==> config.mk <==
export PLATFORM = sky130hd
export DESIGN_NAME = unidade_controle
export DESIGN_NICKNAME = d
export VERILOG_FILES = /design/src/rtl/unidade_controle.sv
export SDC_FILE = /design/constraint.sdc
export NUM_CORES = 1
export LEC_CHECK = 0
export ABC_CLOCK_PERIOD_IN_PS = 2100
export CORE_ASPECT_RATIO = 0.9
export CORE_MARGIN = 3
export CORE_UTILIZATION = 40
export CTS_BUF_LIST = sky130_fd_sc_hd__clkbuf_8
export CTS_CLUSTER_SIZE = 8
export DETAILED_ROUTE_END_ITERATION = 7
export PLACE_DENSITY = 0.69
export SYNTH_ARGS = -nofsm -noshare
export SYNTH_HDL_FRONTEND = slang
export SYNTH_SLANG_ARGS = --single-unit
export TNS_END_PERCENT = 50
==> constraint.sdc <==
create_clock -name clk -period 2.1 [get_ports clk]
set_input_delay 0.42 -clock clk [delete_from_list [all_inputs] [get_ports clk]]
set_output_delay 0.42 -clock clk [all_outputs]
set_load 0.02 [all_outputs]
==> src/rtl/unidade_controle.sv <==
// unidade_controle: multi-cycle control unit for a small 8-bit core.
//
// Fetches instruction bytes from instruction memory at pc, decodes them and
// drives register file / ALU control. Two-byte instructions (LDI, JZ) fetch
// their second byte into imm.
//
// Ports:
//   clk, reset     clock and synchronous active-high reset
//   instr          byte from instruction memory at address pc
//   instr_valid    instr is valid this cycle
//   alu_zero       ALU result-is-zero flag
//   pc             program counter / instruction memory address
//   instr_req      fetch request (FETCH and FETCH_IMM)
//   sr1, sr2, dr   register file addresses, decoded from IR
//   write          register file write strobe (one cycle, in EXEC)
//   alu_op         ALU operation select
//   wb_sel         write data select: 0 = ALU result, 1 = imm
//   imm            immediate byte
//   halted         core stopped
//   illegal        illegal opcode trapped
//
// Configuration macro: ILLEGAL_TRAP_EN
//   defined   - illegal opcode halts the core and sets illegal until reset
//   undefined - illegal opcode executes as NOP, illegal tied to 0

module unidade_controle (
    input  logic       clk,
    input  logic       reset,
    input  logic [7:0] instr,
    input  logic       instr_valid,
    input  logic       alu_zero,
    output logic [7:0] pc,
    output logic       instr_req,
    output logic [1:0] sr1,
    output logic [1:0] sr2,
    output logic [1:0] dr,
    output logic       write,
    output logic [2:0] alu_op,
    output logic       wb_sel,
    output logic [7:0] imm,
    output logic       halted,
    output logic       illegal
);

    typedef enum logic [2:0] {
        StFetch,
        StDecode,
        StFetchImm,
        StExec,
        StHalt
    } state_e;

    localparam logic [3:0] OpNop = 4'h0;
    localparam logic [3:0] OpAdd = 4'h1;
    localparam logic [3:0] OpSub = 4'h2;
    localparam logic [3:0] OpAnd = 4'h3;
    localparam logic [3:0] OpOr  = 4'h4;
    localparam logic [3:0] OpMov = 4'h5;
    localparam logic [3:0] OpLdi = 4'h6;
    localparam logic [3:0] OpJz  = 4'h7;
    localparam logic [3:0] OpHlt = 4'hF;

    state_e     state_q, state_d;
    logic [7:0] pc_q;
    logic [7:0] ir_q;
    logic [7:0] imm_q;
    logic       z_q;
    logic [3:0] opcode;
    logic       op_two_byte;
    logic       op_writes;
    logic       op_sets_z;
    logic       op_illegal;

    assign opcode      = ir_q[7:4];
    assign op_two_byte = (opcode == OpLdi) || (opcode == OpJz);
    assign op_writes   = (opcode >= OpAdd) && (opcode <= OpLdi);
    assign op_sets_z   = (opcode >= OpAdd) && (opcode <= OpOr);
    // Opcodes 0x8..0xE are unassigned.
    assign op_illegal  = opcode[3] && (opcode != OpHlt);

    // State register
    always_ff @(posedge clk) begin
        if (reset) begin
            state_q <= StFetch;
        end else begin
            state_q <= state_d;
        end
    end

    // Next-state logic
    always_comb begin
        state_d = state_q;
        unique case (state_q)
            StFetch: begin
                if (instr_valid) state_d = StDecode;
            end
            StDecode: begin
                if (op_two_byte) begin
                    state_d = StFetchImm;
                end else if (opcode == OpHlt) begin
                    state_d = StHalt;
`ifdef ILLEGAL_TRAP_EN
                end else if (op_illegal) begin
                    state_d = StHalt;
`endif
                end else begin
                    state_d = StExec;
                end
            end
            StFetchImm: begin
                if (instr_valid) state_d = StExec;
            end
            StExec:  state_d = StFetch;
            StHalt:  state_d = StHalt;
            default: state_d = StFetch;
        endcase
    end

    // Datapath registers: pc, IR, imm, zero flag
    always_ff @(posedge clk) begin
        if (reset) begin
            pc_q  <= 8'h00;
            ir_q  <= 8'h00;
            imm_q <= 8'h00;
            z_q   <= 1'b0;
        end else begin
            case (state_q)
                StFetch: begin
                    if (instr_valid) begin
                        ir_q <= instr;
                        pc_q <= pc_q + 8'd1;
                    end
                end
                StFetchImm: begin
                    if (instr_valid) begin
                        imm_q <= instr;
                        pc_q  <= pc_q + 8'd1;
                    end
                end
                StExec: begin
                    if (op_sets_z) z_q <= alu_zero;
                    if ((opcode == OpJz) && z_q) pc_q <= imm_q;
                end
                default: ;
            endcase
        end
    end

`ifdef ILLEGAL_TRAP_EN
    logic illegal_q;

    always_ff @(posedge clk) begin
        if (reset) begin
            illegal_q <= 1'b0;
        end else if ((state_q == StDecode) && op_illegal) begin
            illegal_q <= 1'b1;
        end
    end

    assign illegal = illegal_q;
`else
    assign illegal = 1'b0;
`endif

    // Output logic
    always_comb begin
        instr_req = (state_q == StFetch) || (state_q == StFetchImm);
        halted    = (state_q == StHalt);
        // Gated by reset so a reset landing on EXEC suppresses the write.
        write     = (state_q == StExec) && op_writes && !reset;
        wb_sel    = (state_q == StExec) && (opcode == OpLdi);
        alu_op    = 3'd0;
        case (opcode)
            OpAdd:   alu_op = 3'd0;
            OpSub:   alu_op = 3'd1;
            OpAnd:   alu_op = 3'd2;
            OpOr:    alu_op = 3'd3;
            OpMov:   alu_op = 3'd4;
            OpNop:   alu_op = 3'd0;
            default: alu_op = 3'd0;
        endcase
    end

    assign pc  = pc_q;
    assign imm = imm_q;
    assign dr  = ir_q[3:2];
    assign sr1 = ir_q[3:2];
    assign sr2 = ir_q[1:0];

endmodule

placed.png
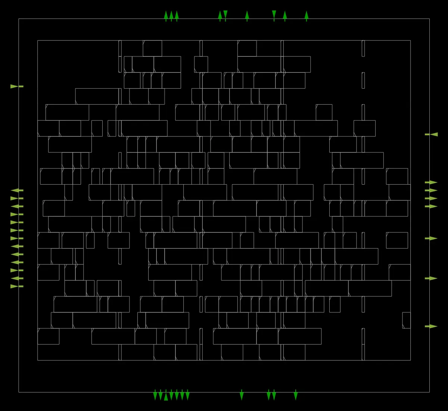
core area: 3450 sq um
Finished Layout Cells: 252
fraction of area in registers: 29.3%
# fillers: 320
n_taps: 44

m1.png
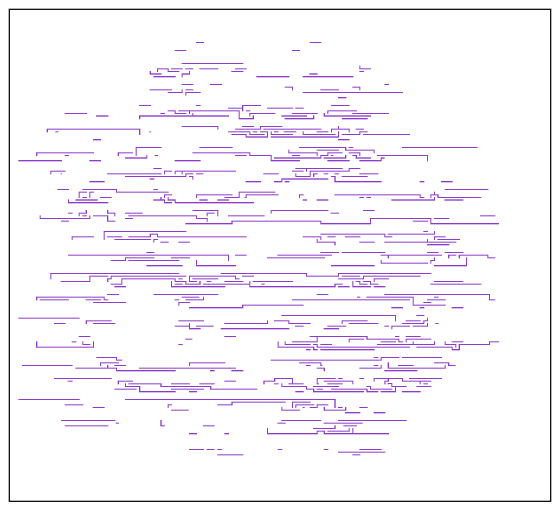
nets with wire on the layer: 195
wire length on this layer: 1,600 um
share of all routed wire: 46%
GR met1 Demand/Resource: 19.7%
vias: 1,311

==> results.sh <==
# yosys + openroad results
export IMPL_powerDensity_nw_per_um2=603
export IMPL_cts_root_buf="clkbuf_8"
export IMPL_whs_path_depth=2
export IMPL_nets=222
export IMPL_gr_total_overflow=0
export IMPL_worst_r2r_path_depth=6
export IMPL_logic_family="simple AND/OR/NAND/NOR gates"
export IMPL_drive_gt1_share_pct=10.1
export IMPL_crit_required_ns=1.68
export IMPL_place_area_sq_um=1860
export IMPL_synth_xor_area_share_pct=0.595
export IMPL_switching_share_pct=27.6
export IMPL_syn_area_sq_um=1470
export IMPL_rows=20
export IMPL_via_per_inst=5.20
export IMPL_cts_buffers_inserted=3
export IMPL_grt_max_degree=28
export IMPL_status="complete, no violations"
export IMPL_maxCapViolCount=0
export IMPL_worstPathArrival_ns=1.56
export IMPL_ir_drop_v=0.000429
export IMPL_grtUsageTotal_pct=16.0
export IMPL_grt_pass1_vias=1223
export IMPL_crit_fanout=5
export IMPL_whs_endpoint="ir_q[0]"
export IMPL_die_w_um=69.9
export IMPL_finalSetupViolCount=0
export IMPL_initial_utilization_pct=42.6
export IMPL_synth_avg_cell_area_sq_um=8.51
export IMPL_fin_util_pct=55.5
export IMPL_synthCells=173
export IMPL_ys_seq_share_pct=38.1
export IMPL_timing_rr_start="state_q[2]"
export IMPL_drt_iter0_markers=88
export IMPL_cts_tree="done"
export IMPL_drv_slew=0
export IMPL_routed_top_layer="met4"
power groups by stage:
stage / registers [mW] / logic (mW) / clock network [mW]
finish: 0.579 / 0.234 / 0.341
global route: 0.584 / 0.253 / 0.364
CTS: 0.580 / 0.235 / 0.345
detailed placement: 0.591 / 0.237 / 0
global placement: 0.588 / 0.232 / 0
floorplan: 0.596 / 0.147 / 0
kinds of logic after synthesis:
family                   after synthesis
multiplexers                          10
other                                  1
AND-OR/OR-AND                         37
XOR/XNOR                               1
flip-flops                            28
buffers and inverters                 20
adder cells (fa/ha/maj)                1
AND/OR/NAND/NOR                       75
critical path: stages (launching register included):
cell	delay, ns
dfxtp_1	0.33
and4bb_4	0.39
and4b_2	0.23
dlygate4sd2_1	0.33
timing repair:
item                                    in CTS  in global routing
endpoints found under the setup margin       5                  2
endpoints found under the hold margin        0                  0
pin swaps                                    0                  0
gates resized                                5                  2
metrics by stage:
step                total power, mW  cells  setup slack (ns)  TNS, ns
floorplan                     0.743    173             0.436        0
global placement              0.820    248           -0.0229  -0.0229
detailed placement            0.828    248           -0.0193  -0.0193
CTS                            1.16    252          0.000196        0
global route                   1.20    252            0.0593        0
finish                         1.15    252             0.119        0
layout make-up:
cell class | count | share of cell area [%]
clock buffers | 4 | 2.87
inverters | 2 | 0.392
multi-input cells | 125 | 39.5
flip-flops and latches | 28 | 29.3
well taps | 44 | 2.87
repair buffers | 49 | 25.1
cell usage in the layout, fill, tap and decap left out, types with 2 or more instances in the layout:
master / count
nor2_1: 20
a32o_1: 3
or3_1: 2
o21ai_0: 5
nor3_1: 7
mux2i_1: 10
buf_4: 8
nor2b_1: 3
inv_1: 2
and2_0: 3
nand2_1: 23
clkdlybuf4s50_1: 34
nand2b_1: 3
dlymetal6s2s_1: 2
dlygate4sd2_1: 4
nand3_1: 4
clkbuf_8: 4
a31oi_1: 2
a211oi_1: 2
a21oi_1: 15
dfxtp_1: 27
o21ai_1: 5
a22o_1: 3
worst max path at each step:
| stage | startpoint | to | slack, ns | depth (start not counted) |
|---|---|---|---|---|
| after detailed placement | reset | write | -0.02 | 3 |
| after floorplan | state_q[2] | write | 0.44 | 3 |
| final | state_q[2] | wb_sel | 0.12 | 3 |
| after global placement | reset | write | -0.02 | 3 |
| after CTS | ir_q[7] | alu_op[2] | 0.0002 | 3 |
| after global routing | state_q[2] | wb_sel | 0.06 | 3 |
cell usage after synthesis (all sizes together):
cell    instances  area share [%]
ha              1            0.85
and4b           1            0.77
buf            14             8.3
nor2           20             5.1
and3b           1            0.68
o21ai          10             3.4
nor3            7             2.4
a31o            1             1.2
a21oi          15             5.1
nand2          23             5.9
a32o            3             2.0
or3             2            0.85
nor2b           3             1.3
a31oi           3             2.3
nand2b          3             1.3
conb            1            0.25
inv             2            0.51
nand3b          1            0.51
nand3           4             1.4
and3            1            0.51
a22o            3             1.8
nand4b          1            0.60
nor3b           2             1.4
clkbuf          4             1.7
and4bb          1             1.1
xnor2           1            0.60
mux2i          10             6.8
nor4bb          1            0.68
and2            4             1.7
a211oi          2             1.0
dfxtp          28              38
registers in the layout, indices dropped and copies added, names as in the netlist:
signal and count:
imm 8, pc 8, state_q 3, ir_q 8, z_q 1
Power figures rest on the tool's default switching activity, not on a simulated workload.
